==> config.mk <==
export PLATFORM = sky130hd
export DESIGN_NAME = relu_pool2x2
export DESIGN_NICKNAME = d
export VERILOG_FILES = /design/src/rtl/relu_pool2x2.sv
export SDC_FILE = /design/constraint.sdc
export NUM_CORES = 2
export LEC_CHECK = 0
export CAP_MARGIN = 20
export CORE_UTILIZATION = 60
export DETAILED_ROUTE_END_ITERATION = 6
export GPL_ROUTABILITY_DRIVEN = 0
export PLACE_DENSITY = 0.78
export REMOVE_ABC_BUFFERS = 1
export SYNTH_ARGS = -nofsm -noshare
export SYNTH_HDL_FRONTEND = slang
export SYNTH_SLANG_ARGS = --single-unit
==> constraint.sdc <==
create_clock -name clk -period 10.1 [get_ports clk]
set_clock_uncertainty 0.1 [all_clocks]
set_input_delay 1.515 -clock clk [delete_from_list [all_inputs] [get_ports clk]]
set_output_delay 1.515 -clock clk [all_outputs]
set_load 0.02 [all_outputs]
==> src/rtl/relu_pool2x2.sv <==
`default_nettype none
// ============================================================================
//  Module      : relu_pool2x2
//  Description : Streaming ReLU followed by 2x2 max-pool over a row-major
//                multi-channel pixel stream. Negative channels are clamped
//                to zero, horizontal pairs are reduced through a one-pixel
//                holding register, and vertical pairs through a half-row
//                line buffer. One pooled pixel is emitted per 2x2 window.
//  Revision    : 1.0  initial release
// ----------------------------------------------------------------------------
//  Parameters
//    CH     channels per pixel
//    IMG_W  input frame width in pixels (even)
//    IMG_H  input frame height in pixels (even)
//    WD     bits per channel (signed on input)
//  Ports
//    clk         rising-edge clock
//    rst_n       asynchronous active-low reset
//    in_clr      synchronous frame restart (wins over in_en)
//    in_en       input pixel valid
//    in_data     CH signed channels, ch0 in the MSBs
//    out_en      pooled pixel valid, single-cycle pulse
//    out_data    pooled channels, same packing, always >= 0
//    frame_done  pulses with the last out_en of a frame
// ============================================================================
module relu_pool2x2 #(
  parameter int CH    = 16,
  parameter int IMG_W = 8,
  parameter int IMG_H = 8,
  parameter int WD    = 16
) (
  input  logic             clk,
  input  logic             rst_n,
  input  logic             in_clr,
  input  logic             in_en,
  input  logic [WD*CH-1:0] in_data,
  output logic             out_en,
  output logic [WD*CH-1:0] out_data,
  output logic             frame_done
);

  localparam int CW  = (IMG_W > 1) ? $clog2(IMG_W) : 1;
  localparam int RW  = (IMG_H > 1) ? $clog2(IMG_H) : 1;
  localparam int LBN = IMG_W / 2;
  localparam int LBW = (LBN > 1) ? $clog2(LBN) : 1;

  localparam logic [CW-1:0] COL_LAST = CW'(IMG_W - 1);
  localparam logic [RW-1:0] ROW_LAST = RW'(IMG_H - 1);

  // --------------------------------------------------------------------------
  // State
  // --------------------------------------------------------------------------
  logic [CW-1:0]    col_q, col_d;
  logic [RW-1:0]    row_q, row_d;
  logic [WD*CH-1:0] hreg_q, hreg_d;
  logic [WD*CH-1:0] lb_q [LBN];
  logic [WD*CH-1:0] lb_d [LBN];
  logic             out_en_q, out_en_d;
  logic [WD*CH-1:0] out_data_q, out_data_d;
  logic             frame_done_q, frame_done_d;

  // --------------------------------------------------------------------------
  // Per-channel datapath
  // --------------------------------------------------------------------------
  logic [WD*CH-1:0] relu_data;   // clamped input pixel
  logic [WD*CH-1:0] hmax_data;   // max of held even-column pixel and current
  logic [WD*CH-1:0] vmax_data;   // max of line-buffer entry and hmax_data
  logic [WD*CH-1:0] lb_rd;
  logic [LBW-1:0]   lb_idx;
  logic             last_col;
  logic             last_row;

  // Each horizontal pair maps to one line-buffer slot.
  assign lb_idx   = LBW'(col_q >> 1);
  assign lb_rd    = lb_q[lb_idx];
  assign last_col = (col_q == COL_LAST);
  assign last_row = (row_q == ROW_LAST);

  generate
    for (genvar c = 0; c < CH; c++) begin : g_ch
      localparam int HI = WD * (CH - c) - 1;
      logic [WD-1:0] x_raw;
      logic [WD-1:0] x_relu;
      logic [WD-1:0] h_held;
      logic [WD-1:0] h_max;
      logic [WD-1:0] v_held;

      assign x_raw  = in_data[HI -: WD];
      // After clamping every value is non-negative, so the maxima below
      // are plain unsigned comparisons.
      assign x_relu = x_raw[WD-1] ? '0 : x_raw;
      assign h_held = hreg_q[HI -: WD];
      assign h_max  = (h_held > x_relu) ? h_held : x_relu;
      assign v_held = lb_rd[HI -: WD];

      assign relu_data[HI -: WD] = x_relu;
      assign hmax_data[HI -: WD] = h_max;
      assign vmax_data[HI -: WD] = (v_held > h_max) ? v_held : h_max;
    end
  endgenerate

  // --------------------------------------------------------------------------
  // Next-state logic
  // --------------------------------------------------------------------------
  always_comb begin
    col_d        = col_q;
    row_d        = row_q;
    hreg_d       = hreg_q;
    lb_d         = lb_q;
    out_en_d     = 1'b0;
    out_data_d   = out_data_q;
    frame_done_d = 1'b0;

    if (in_clr) begin
      // The line buffer is left alone: every slot is written on an even
      // row before the odd row reads it.
      col_d  = '0;
      row_d  = '0;
      hreg_d = '0;
    end else if (in_en) begin
      if (!col_q[0]) begin
        hreg_d = relu_data;
      end else if (!row_q[0]) begin
        lb_d[lb_idx] = hmax_data;
      end else begin
        out_data_d   = vmax_data;
        out_en_d     = 1'b1;
        frame_done_d = last_col && last_row;
      end

      if (last_col) begin
        col_d = '0;
        row_d = last_row ? '0 : row_q + RW'(1);
      end else begin
        col_d = col_q + CW'(1);
      end
    end
  end

  // --------------------------------------------------------------------------
  // Registers
  // --------------------------------------------------------------------------
  always_ff @(posedge clk or negedge rst_n) begin
    if (!rst_n) begin
      col_q        <= '0;
      row_q        <= '0;
      hreg_q       <= '0;
      out_en_q     <= 1'b0;
      out_data_q   <= '0;
      frame_done_q <= 1'b0;
      for (int i = 0; i < LBN; i++) begin
        lb_q[i] <= '0;
      end
    end else begin
      col_q        <= col_d;
      row_q        <= row_d;
      hreg_q       <= hreg_d;
      out_en_q     <= out_en_d;
      out_data_q   <= out_data_d;
      frame_done_q <= frame_done_d;
      for (int i = 0; i < LBN; i++) begin
        lb_q[i] <= lb_d[i];
      end
    end
  end

  assign out_en     = out_en_q;
  assign out_data   = out_data_q;
  assign frame_done = frame_done_q;

endmodule
`default_nettype wire

closeup.png
Window x 161 to 191, y 231 to 261 um. Cells in gray, sequential cells in the stronger gray; small squares are vias.
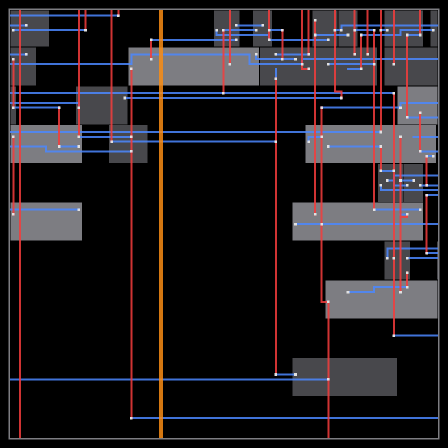
legend:
  orange:
    layer: M4
  red:
    layer: M2
  blue:
    layer: M1
most frequent: dfrtp_1 (6), o21ai_0 (3), buf_4 (3)
cells with their middle in the window: 20
netlist names of flops here include: `lb_q` (6)
sequential cells in the window: 6

layers.png
Scale: 1 px per um. Two of the layers only.
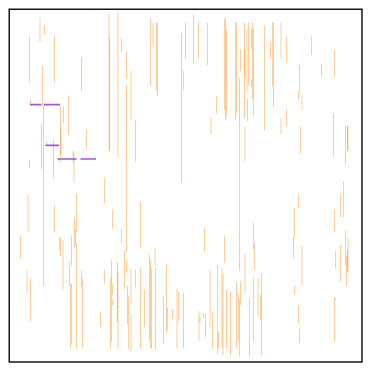
legend:
  orange:
    layer: M4
    wire_length: 7450 um
  purple:
    layer: M5
    wire_length: 68.1 um

gates.png
Scale: 1.5 px per um.
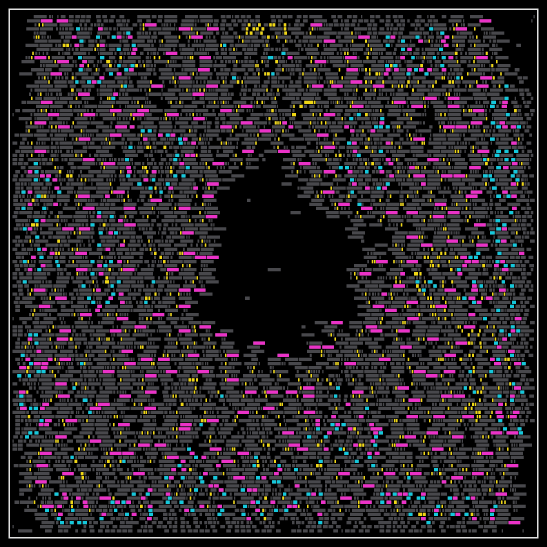
legend:
  cyan:
    family: non-inverting ao/oa cells
    cells: 305
    most_used: a22o_1
    where: all over the die
  magenta:
    family: mux cells
    cells: 470
    most_used: mux4_2
    where: all over the die
  yellow:
    family: nand cells
    cells: 848
    most_used: nand2_1
    where: all over the die

==> CHANGELOG.md <==
### Implementation results

* Status: finished, violations left
* Failing checks: DRC
* Floorplan core density at 0.608
* Pwr/cell area at 188 nW/um2
* Largest cell class: flip-flops and latches
* Design Power at 15900 uW
* Cell area after synthesis at 73200 um2
* Die H at 351 um
* Detailed-route via count at 55100
* MI comb area at 34100 um2
* Crit. End Element: register
* Logic share of the area at 0.401
* Max incr delay on CP at 0.71 ns
* Routed wire length at 185000 um
* Net Sw Power at 4440 uW
* CP Max Fanout at 17
* First-pass GRT wire length at 299000 um
* Max Fclk at 144 MHz
* Final Hold Vio Count at 0
* CTS Buf Count at 154
* Clock Tree Root: clkbuf_16
* Clk_lat worst skew at 0.76 ns
* Fin util at 0.705
* Hold buffers post-CTS at 0
* MI comb cells at 4734
* Data arrival, critical path at 7.48 ns
* Critical path required time at 10.65 ns
* Top cells by area, synth: dfrtp_1 (50%), ha_1 (8.3%), mux4_2 (7.3%)
* Setup tns final at 0 ns
* CTS tree: done
* Mean routed wirelength per cell at 20.7 um
* Detail Route Antenna Nets at 0
* Max H-tree Level at 4
* Nets@finish at 7972
* Seq cells at 1448
* # Cells Yosys at 6917
* Largest net degree at the start of global routing at 232
* Fin crit share at 0.686
* Gate Count Post-Synth at 6917
* Synth flops at 1448
* Die W at 351 um
* Final hold slack at 0.374 ns
* Max-slew violation count at 0
* Synth area leader: dfrtp_1
* Remaining Overflow, GRT at 0
* Non-clock inverter count in the final layout at 308
* CTS resizes at 0
* RSZ-0062 raised after global routing: no
* Die area at 123000 um2
* Fin cells at 8968
* Peak VDD IR at 0.161 mV
* Highest-delay cell along the critical path: clkdlybuf4s50_1
* Sw frac at 0.279
* Register Area at 36200 um2
* Leak at 0.0373 uW
* Flop share of the area at 0.427
* Area share, top type at 0.495
* Max Cap Viol at 0
* Buffering overhead at 0.0695
* Share of power burned in registers at 0.421
* Top cells by count: dfrtp_1 (1448), a21oi_1 (663), nand2_1 (652)
* Comb pwr share at 0.198
* Tool warnings at 55
* CTS max path bufs at 3
* Predominant post-synthesis flop cell: dfrtp_1
* Post-route minimum period at 6.93 ns
* Post-route setup slack at 3.17 ns
* Area Overhead vs Synth at 15.9%
* Drt via density at 6.14
* Critical path type: input port to register
* Residual DRC count at 2
* Post-Place Cells at 8676
* Post-route cell area at 84900 um2
* Worst-Margin Slew at 1.22 ns
* Antenna violations before repair at 8
* Gr usage total at 0.304
* Fillers at 8622
* # IOs at 518
* Vias in the first global route at 56000
* Yosys chip area at 73200 um2
* Tap Count at 1612
* Slew HR at 0.190
* Setup bufs post-CTS at 0
* Post-Place Cell Area at 79300 um2
* Num Clock Sinks at 1448
* CP most frequent cell: ha_1
* Clock slew at reported path FFs at 0.06 ns
* N_diodes at 2
* CORE AREA at 120000 um2
* Row count at 127
* Synthesis Warnings at 0
* Post-synth cell types at 64
* Register share after synthesis at 0.495
state kept, by name, summed over array words and instances, names as in the netlist:
| signal | count |
|---|---|
| col_q | 3 |
| out_data | 240 |
| hreg_q | 240 |
| out_en | 1 |
| lb_q | 960 |
| frame_done | 1 |
| row_q | 3 |
power groups by stage:
stage / logic, uW / registers, uW / clock network (uW)
2_1_floorplan: 2420 / 6770 / 0
3_3_place_gp: 2970 / 6760 / 0
3_5_place_dp: 3100 / 6800 / 0
4_1_cts: 3140 / 6710 / 6130
5_1_grt: 3530 / 6780 / 6370
6_report: 3150 / 6710 / 6060
worst paths after layout:
kind,from,to,slack (ns),cells after the start
worst max-delay path,in_data[223],out_data[221],3.17,18
worst min-delay path,lb_q[349],lb_q[349],0.37,2
worst max register to register,hreg_q[222],out_data[221],4.70,15
worst min register to register,lb_q[349],lb_q[349],0.37,2
max in group asynchronous,rst_n,hreg_q[36],6.84,3
min in group asynchronous,rst_n,hreg_q[22],0.62,1
per-layer routing:
metal / wire (um) / GRT usage / part of all wire
met1: 76800 / 0.405 / 0.41
met2: 89600 / 0.494 / 0.48
met3: 11500 / 0.0472 / 0.062
met4: 7450 / 0.135 / 0.040
met5: 68 / 0 / 0.00037
logic make-up (layout without fill, tap and decap cells):
group / Yosys count / after routing / share of synthesized area
mux: 470 / 470 / 0.107
buf+inv: 750 / 1172 / 0.0410
other cells: 1 / 18 / 0.0000512
simple gates: 1736 / 1736 / 0.106
compound gates: 2028 / 2028 / 0.168
flops: 1448 / 1448 / 0.495
fa+ha+maj: 484 / 484 / 0.0827
No activity file was given, so power comes from the tool's default toggle rates.
